Fig. 1: metal 2
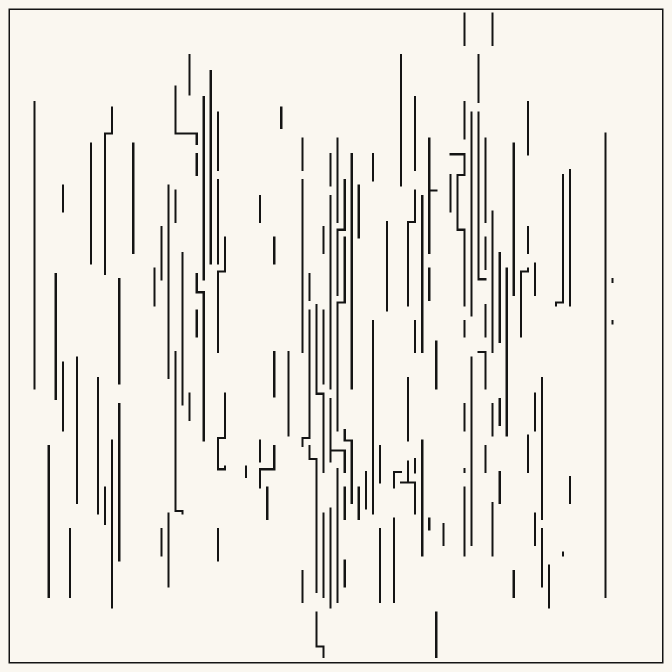
Fig. 2: clock wires, drivers and flops
Scale bar: 10 um.
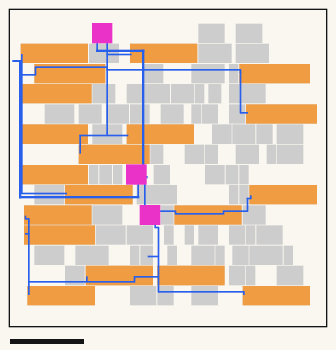
[src/rtl/shot_pkg.sv]
// shot_pkg: shared types and constants for the shot clock.
//   state_e         - FSM encoding (RUN counting, BUZZ expired)
//   CNT_W           - width of the displayed shot-clock value
//   LFSR_W/TAPS     - shot generator LFSR width and feedback taps
//   LFSR_SHOT_MASK  - LFSR bits that must all be zero for a shot
package shot_pkg;

  typedef enum logic {RUN, BUZZ} state_e;

  localparam int CNT_W  = 4;
  localparam int LFSR_W = 8;

  // x^8+x^6+x^5+x^4+1 as a left-shifting Fibonacci LFSR: feedback is
  // l[7]^l[5]^l[4]^l[3], entering bit 0.
  localparam logic [LFSR_W-1:0] LFSR_TAPS      = 8'hB8;
  localparam logic [LFSR_W-1:0] LFSR_SHOT_MASK = 8'h07;

  function automatic logic [LFSR_W-1:0] lfsr_next(input logic [LFSR_W-1:0] l);
    return {l[LFSR_W-2:0], ^(l & LFSR_TAPS)};
  endfunction

endpackage

[src/rtl/shot_lfsr.sv]
// shot_lfsr: 8-bit Fibonacci LFSR that advances only when en is high.
//   clk, nrst - clock, async active-low reset (loads SEED)
//   en        - advance enable (the prescaler tick)
//   state     - current LFSR contents
module shot_lfsr
  import shot_pkg::*;
#(
  parameter logic [LFSR_W-1:0] SEED = 8'hA5
) (
  input  logic              clk,
  input  logic              nrst,
  input  logic              en,
  output logic [LFSR_W-1:0] state
);

  logic [LFSR_W-1:0] lfsr_q, lfsr_d;

  always_comb begin
    lfsr_d = lfsr_q;
    if (en) lfsr_d = lfsr_next(lfsr_q);
  end

  always_ff @(posedge clk or negedge nrst) begin
    if (!nrst) lfsr_q <= SEED;
    else       lfsr_q <= lfsr_d;
  end

  assign state = lfsr_q;

endmodule

[src/rtl/shot_clock.sv]
// shot_clock: autonomous game shot clock.
//   clk   - single clock, rising edge
//   nrst  - async active-low reset
//   count - remaining shot-clock value (registered)
//   shoot - one-clk pulse when a random shot reloads the clock (registered)
//   buzz  - high for the whole expiry period (registered)
// A prescaler produces one tick every TICK_DIV clocks; all counting, the
// buzzer timer and the shot LFSR move only on that tick.
module shot_clock
  import shot_pkg::*;
#(
  parameter int                START_VAL = 12,
  parameter int                TICK_DIV  = 4,
  parameter int                BUZZ_LEN  = 4,
  parameter logic [LFSR_W-1:0] LFSR_SEED = 8'hA5,
  parameter int                SHOT_EN   = 1
) (
  input  logic             clk,
  input  logic             nrst,
  output logic [CNT_W-1:0] count,
  output logic             shoot,
  output logic             buzz
);

  localparam int PW = (TICK_DIV > 1) ? $clog2(TICK_DIV) : 1;
  localparam int BW = (BUZZ_LEN > 1) ? $clog2(BUZZ_LEN) : 1;

  localparam logic [PW-1:0]    P_LAST = PW'(TICK_DIV - 1);
  localparam logic [BW-1:0]    B_LOAD = BW'(BUZZ_LEN - 1);
  localparam logic [CNT_W-1:0] C_LOAD = CNT_W'(START_VAL);

  // ---- prescaler ----
  logic [PW-1:0] presc_q, presc_d;
  logic          tick;

  assign tick = (presc_q == P_LAST);

  always_comb begin
    presc_d = presc_q + PW'(1);
    if (tick) presc_d = '0;
  end

  always_ff @(posedge clk or negedge nrst) begin
    if (!nrst) presc_q <= '0;
    else       presc_q <= presc_d;
  end

  // ---- shot generator ----
  logic [LFSR_W-1:0] lfsr;
  logic              shot_hit;

  shot_lfsr #(.SEED(LFSR_SEED)) u_lfsr (
    .clk   (clk),
    .nrst  (nrst),
    .en    (tick),
    .state (lfsr)
  );

  state_e        state_q;
  logic [CNT_W-1:0] count_q;
  logic          shoot_q;
  logic          buzz_q;
  logic [BW-1:0] btmr_q;

  // The LFSR value seen here is the pre-advance value for this tick.
  assign shot_hit = (SHOT_EN != 0) && tick && (state_q == RUN) &&
                    ((lfsr & LFSR_SHOT_MASK) == '0);

  // ---- FSM with registered outputs ----
  always_ff @(posedge clk or negedge nrst) begin
    if (!nrst) begin
      state_q <= RUN;
      count_q <= C_LOAD;
      shoot_q <= 1'b0;
      buzz_q  <= 1'b0;
      btmr_q  <= '0;
    end else begin
      shoot_q <= 1'b0;
      if (tick) begin
        case (state_q)
          RUN: begin
            if (shot_hit) begin
              // shot beats expiry even at count==1
              count_q <= C_LOAD;
              shoot_q <= 1'b1;
            end else if (count_q == CNT_W'(1)) begin
              count_q <= '0;
              buzz_q  <= 1'b1;
              btmr_q  <= B_LOAD;
              state_q <= BUZZ;
            end else if (count_q != '0) begin
              count_q <= count_q - CNT_W'(1);
            end
          end
          BUZZ: begin
            if (btmr_q == '0) begin
              buzz_q  <= 1'b0;
              count_q <= C_LOAD;
              state_q <= RUN;
            end else begin
              btmr_q <= btmr_q - BW'(1);
            end
          end
          default: state_q <= RUN;
        endcase
      end
    end
  end

  assign count = count_q;
  assign shoot = shoot_q;
  assign buzz  = buzz_q;

endmodule

[config.mk]
export PLATFORM = sky130hd
export DESIGN_NAME = shot_clock
export DESIGN_NICKNAME = d
export VERILOG_FILES = /design/src/rtl/shot_pkg.sv /design/src/rtl/shot_lfsr.sv /design/src/rtl/shot_clock.sv
export SDC_FILE = /design/constraint.sdc
export NUM_CORES = 1
export LEC_CHECK = 0
export CAP_MARGIN = 20
export CORE_MARGIN = 1
export CORE_UTILIZATION = 59
export DETAILED_ROUTE_END_ITERATION = 10
export PLACE_DENSITY = 0.81
export SLEW_MARGIN = 10
export SYNTH_ARGS = -nofsm -noshare
export SYNTH_HDL_FRONTEND = slang
export SYNTH_HIERARCHICAL = 1
export SYNTH_SLANG_ARGS = --single-unit
[constraint.sdc]
create_clock -name clk -period 3.55 [get_ports clk]
set_clock_uncertainty 0.05 [all_clocks]
set_input_delay 0.5325 -clock clk [delete_from_list [all_inputs] [get_ports clk]]
set_output_delay 0.5325 -clock clk [all_outputs]
set_load 0.005 [all_outputs]
==> impl_metrics.csv <==
group,metric,value,unit
floorplan,ios,8,
timing,tns,0,ps
global_routing,grt_max_degree,20,
timing,rsz0062_at_grt,"no",
floorplan,fp-row-count,14,
synthesis,flop_cell,"dfrtp_1",
worst_setup_path,slowest_stage,"dfstp_2",
timing,final-setup-viol-count,0,
detailed_routing,drt-initial-drc-count,8,
synthesis,synth_stat.cells,85,
timing,period_needed,1998,ps
worst_setup_path,path_delay_family,"flip-flops",
layout,drive_above_1_share,23.40,%
timing,maxSlewHeadroom,45.04,%
clock_tree,clock_sinks,19,
layout,layout.cells.most_common,"dfrtp_1",
placed_design,pre_cts_ws,1648,ps
global_routing,grt_pass1_wl,2.635,mm
synthesis,async_flop_share,100.0,%
detailed_routing,wl_per_cell,14.10,um
power,power.density,305.2,nW/um2
worst_setup_path,arrival,1420,ps
floorplan,core,1524,um2
worst_setup_path,critPathBufInv,1,
clock_tree,htree_levels,1,
timing,max_freq,500.6,MHz
synthesis,synth_nets,92,
layout,area_growth,11.47,%
synthesis,syn_area,970.9,um2
layout,final_layout_top_logic_cells,"dfrtp_1 (13), clkdlybuf4s50_1 (7), mux2_2 (7)",
synthesis,numSynthFlops,19,
worst_setup_path,path_class,"register to output port",
synthesis,ys_seq_share,49.74,%
worst_setup_path,crit_chain,"clkdlybuf4s50_1",
worst_setup_path,slowest_delay,600,ps
timing,hold_viol,0,
worst_setup_path,path_max_fanout,7,
synthesis,synth_chip_area,970.9,um2
synthesis,syn-instance-count,85,
synthesis,edf_count,0,
detailed_routing,firstDrtPassIters,4,
clock_tree,postCtsSetupBuffers,0,
timing,drv_slew,0,
power,ir_worst_vdd,0.2460,mV
floorplan,floorplan.core_util,63.71,%
power,power_leakage,0.0004571,uW
placed_design,place.gp.congestion,0.8831,
synthesis,yosysUniqueCellTypes,35,
floorplan,die_width,42.57,um
detailed_routing,vias_per_cell,6.064,
timing,finalCritPeriodShare,56.27,%
flow_run,warnings,28,
detailed_routing,drcViolationCount,0,
outcome,status,"completed",
clock_tree,cts_tree,"done",
global_routing,gr-total-overflow,0,
worst_setup_path,required,2970,ps
layout,final_nets,102,
synthesis,topCellsByArea,"dfrtp_1 (34%), dfstp_2 (16%), mux2_2 (8.1%)",
layout,fillCellCount,107,
flow_run,max_cap_viol_count,0,
clock_tree,clk_pin_slew_worst_paths,110,ps
placed_design,portBuffers,7,
global_routing,antenna_found_initial,0,
timing,setup_slack,1552,ps
placed_design,dp_hpwl,1.101,mm
floorplan,die_h,42.57,um
clock_tree,cts_max_path_buffers,2,
synthesis,top_area_share,33.51,%
synthesis,yosys.area.top_type,"dfrtp_1",
timing,worst_slew_pin_slew,821.9,ps
clock_tree,cts_resized,0,
clock_tree,root_buffer,"clkbuf_4",
synthesis,synth-warning-count,6,
synthesis,synth_area_per_cell,11.42,um2
worst_hold_path,hold_class,"register to register",
floorplan,chip_area,1812,um2
clock_tree,holdBufCountCts,0,
clock_tree,cts-buffers-inserted,3,
global_routing,globalRouteTotalUtil,20.20,%
global_routing,grt_pass1_vias,581,
worst_setup_path,end_kind,"output port",
worst_setup_path,worstSetupStartpointType,"register",
layout,n_antenna_cell,0,
detailed_routing,ant_nets,0,
Back to the opening pictures, Fig. 1:
main direction: vertical
wire length on this layer: 737 um
longest straight run: 30.3 um
share of all routed wire: 48%
nets with wire on the layer: 83
met2 Use GR: 31.38%
Vias: 667
total wire length: 1.551 mm

Back to the opening pictures, Fig. 2:
[orange] flip-flops | count: 19
[blue] clock wires | length: 227 um
[magenta] clock drivers | count: 3
flops lie: spread over the die
share of total power in the clock network: 32.9%
P_clk: 109 uW
Late-Pin Clk Latency: 300 ps

==> sequential cells by signal (all words and copies together), names as in the netlist <==
signal / cells
shoot: 1
presc_q: 2
u_lfsr/state: 8
state_q: 1
btmr_q: 2
count: 4
buzz: 1
==> synthesized netlist by cell type (2+ instances only) <==
cell type   n
a21o_1      2
a31oi_1     2
buf_2       2
dfrtp_1    13
dfstp_2     6
ha_1        5
inv_1       5
mux2_2      7
nand2_1     6
nand2b_1    2
nor2_1      6
nor3_1      3
o22ai_1     2
xnor2_1     3
==> final cells by class <==
class | count | area, um2 | share of cell area, %
clock buffers | 3 | 22.52 | 2.081
clock inverters | 1 | 5.005 | 0.4624
inverters | 5 | 18.77 | 1.734
multi-input cells | 58 | 455.4 | 42.08
flip-flops and latches | 19 | 483.0 | 44.62
well taps | 16 | 20.02 | 1.850
repair buffers | 8 | 77.57 | 7.168
==> worst paths after layout <==
| check | start | end | slack, ps | cells past startpoint |
|---|---|---|---|---|
| worst max-delay path | count[3] | count[3] | 1550 | 1 |
| worst min-delay path | presc_q[0] | presc_q[0] | 390 | 1 |
| worst max register to register | presc_q[0] | buzz | 1610 | 4 |
| worst min register to register | presc_q[0] | presc_q[0] | 390 | 1 |
| max in group asynchronous | nrst | presc_q[1] | 2290 | 1 |
| min in group asynchronous | nrst | u_lfsr/state[1] | 650 | 1 |
==> metal layers <==
| layer | GRT usage (%) | part of all wire [%] | vias to the layer above |
|---|---|---|---|
| li1 | - | - | 329 |
| met3 | 3.879 | 2.9 | 4 |
| met5 | 0 | 0 | - |
| met1 | 26.51 | 47 | 324 |
| met2 | 31.38 | 48 | 10 |
| met4 | 11.25 | 2.3 | 0 |
==> power breakdown <==
| group | internal [uW] | leakage, uW | switching (uW) |
|---|---|---|---|
| Combinational | 0.965 | 0.000200 | 3.92 |
| Sequential | 217 | 0.000240 | 0 |
| Clock | 42.0 | 0.0000177 | 66.7 |
==> stage by stage <==
step,total power [uW],instance area (um2),hold WS [ps],cells,util (%)
after floorplan,220.7,970.9,186.9,85,-
after global placement,225.7,1055,362.1,106,69.21
after detailed placement,225.8,1055,384.2,106,69.21
after CTS,335.9,1082,398.9,110,71.02
after global routing,345.3,1082,406.0,110,71.02
final,330.3,1082,393.7,110,71.02
==> cell families after synthesis <==
logic type	count (synthesis)	share of synthesized area, %
multiplexers	8	9.150
XOR/XNOR	3	2.707
AND/OR/NAND/NOR	26	15.72
adder cells (fa/ha/maj)	5	6.443
buffers and inverters	8	3.350
flip-flops	19	49.74
AND-OR/OR-AND	16	12.89
==> worst reg2reg max path: stages (launching register included) <==
cell and delay [ps]:
dfrtp_1 370, ha_1 550, or4b_1 570, a41oi_1 220, a31oi_1 60
No activity file was given, so power comes from the tool's default toggle rates.
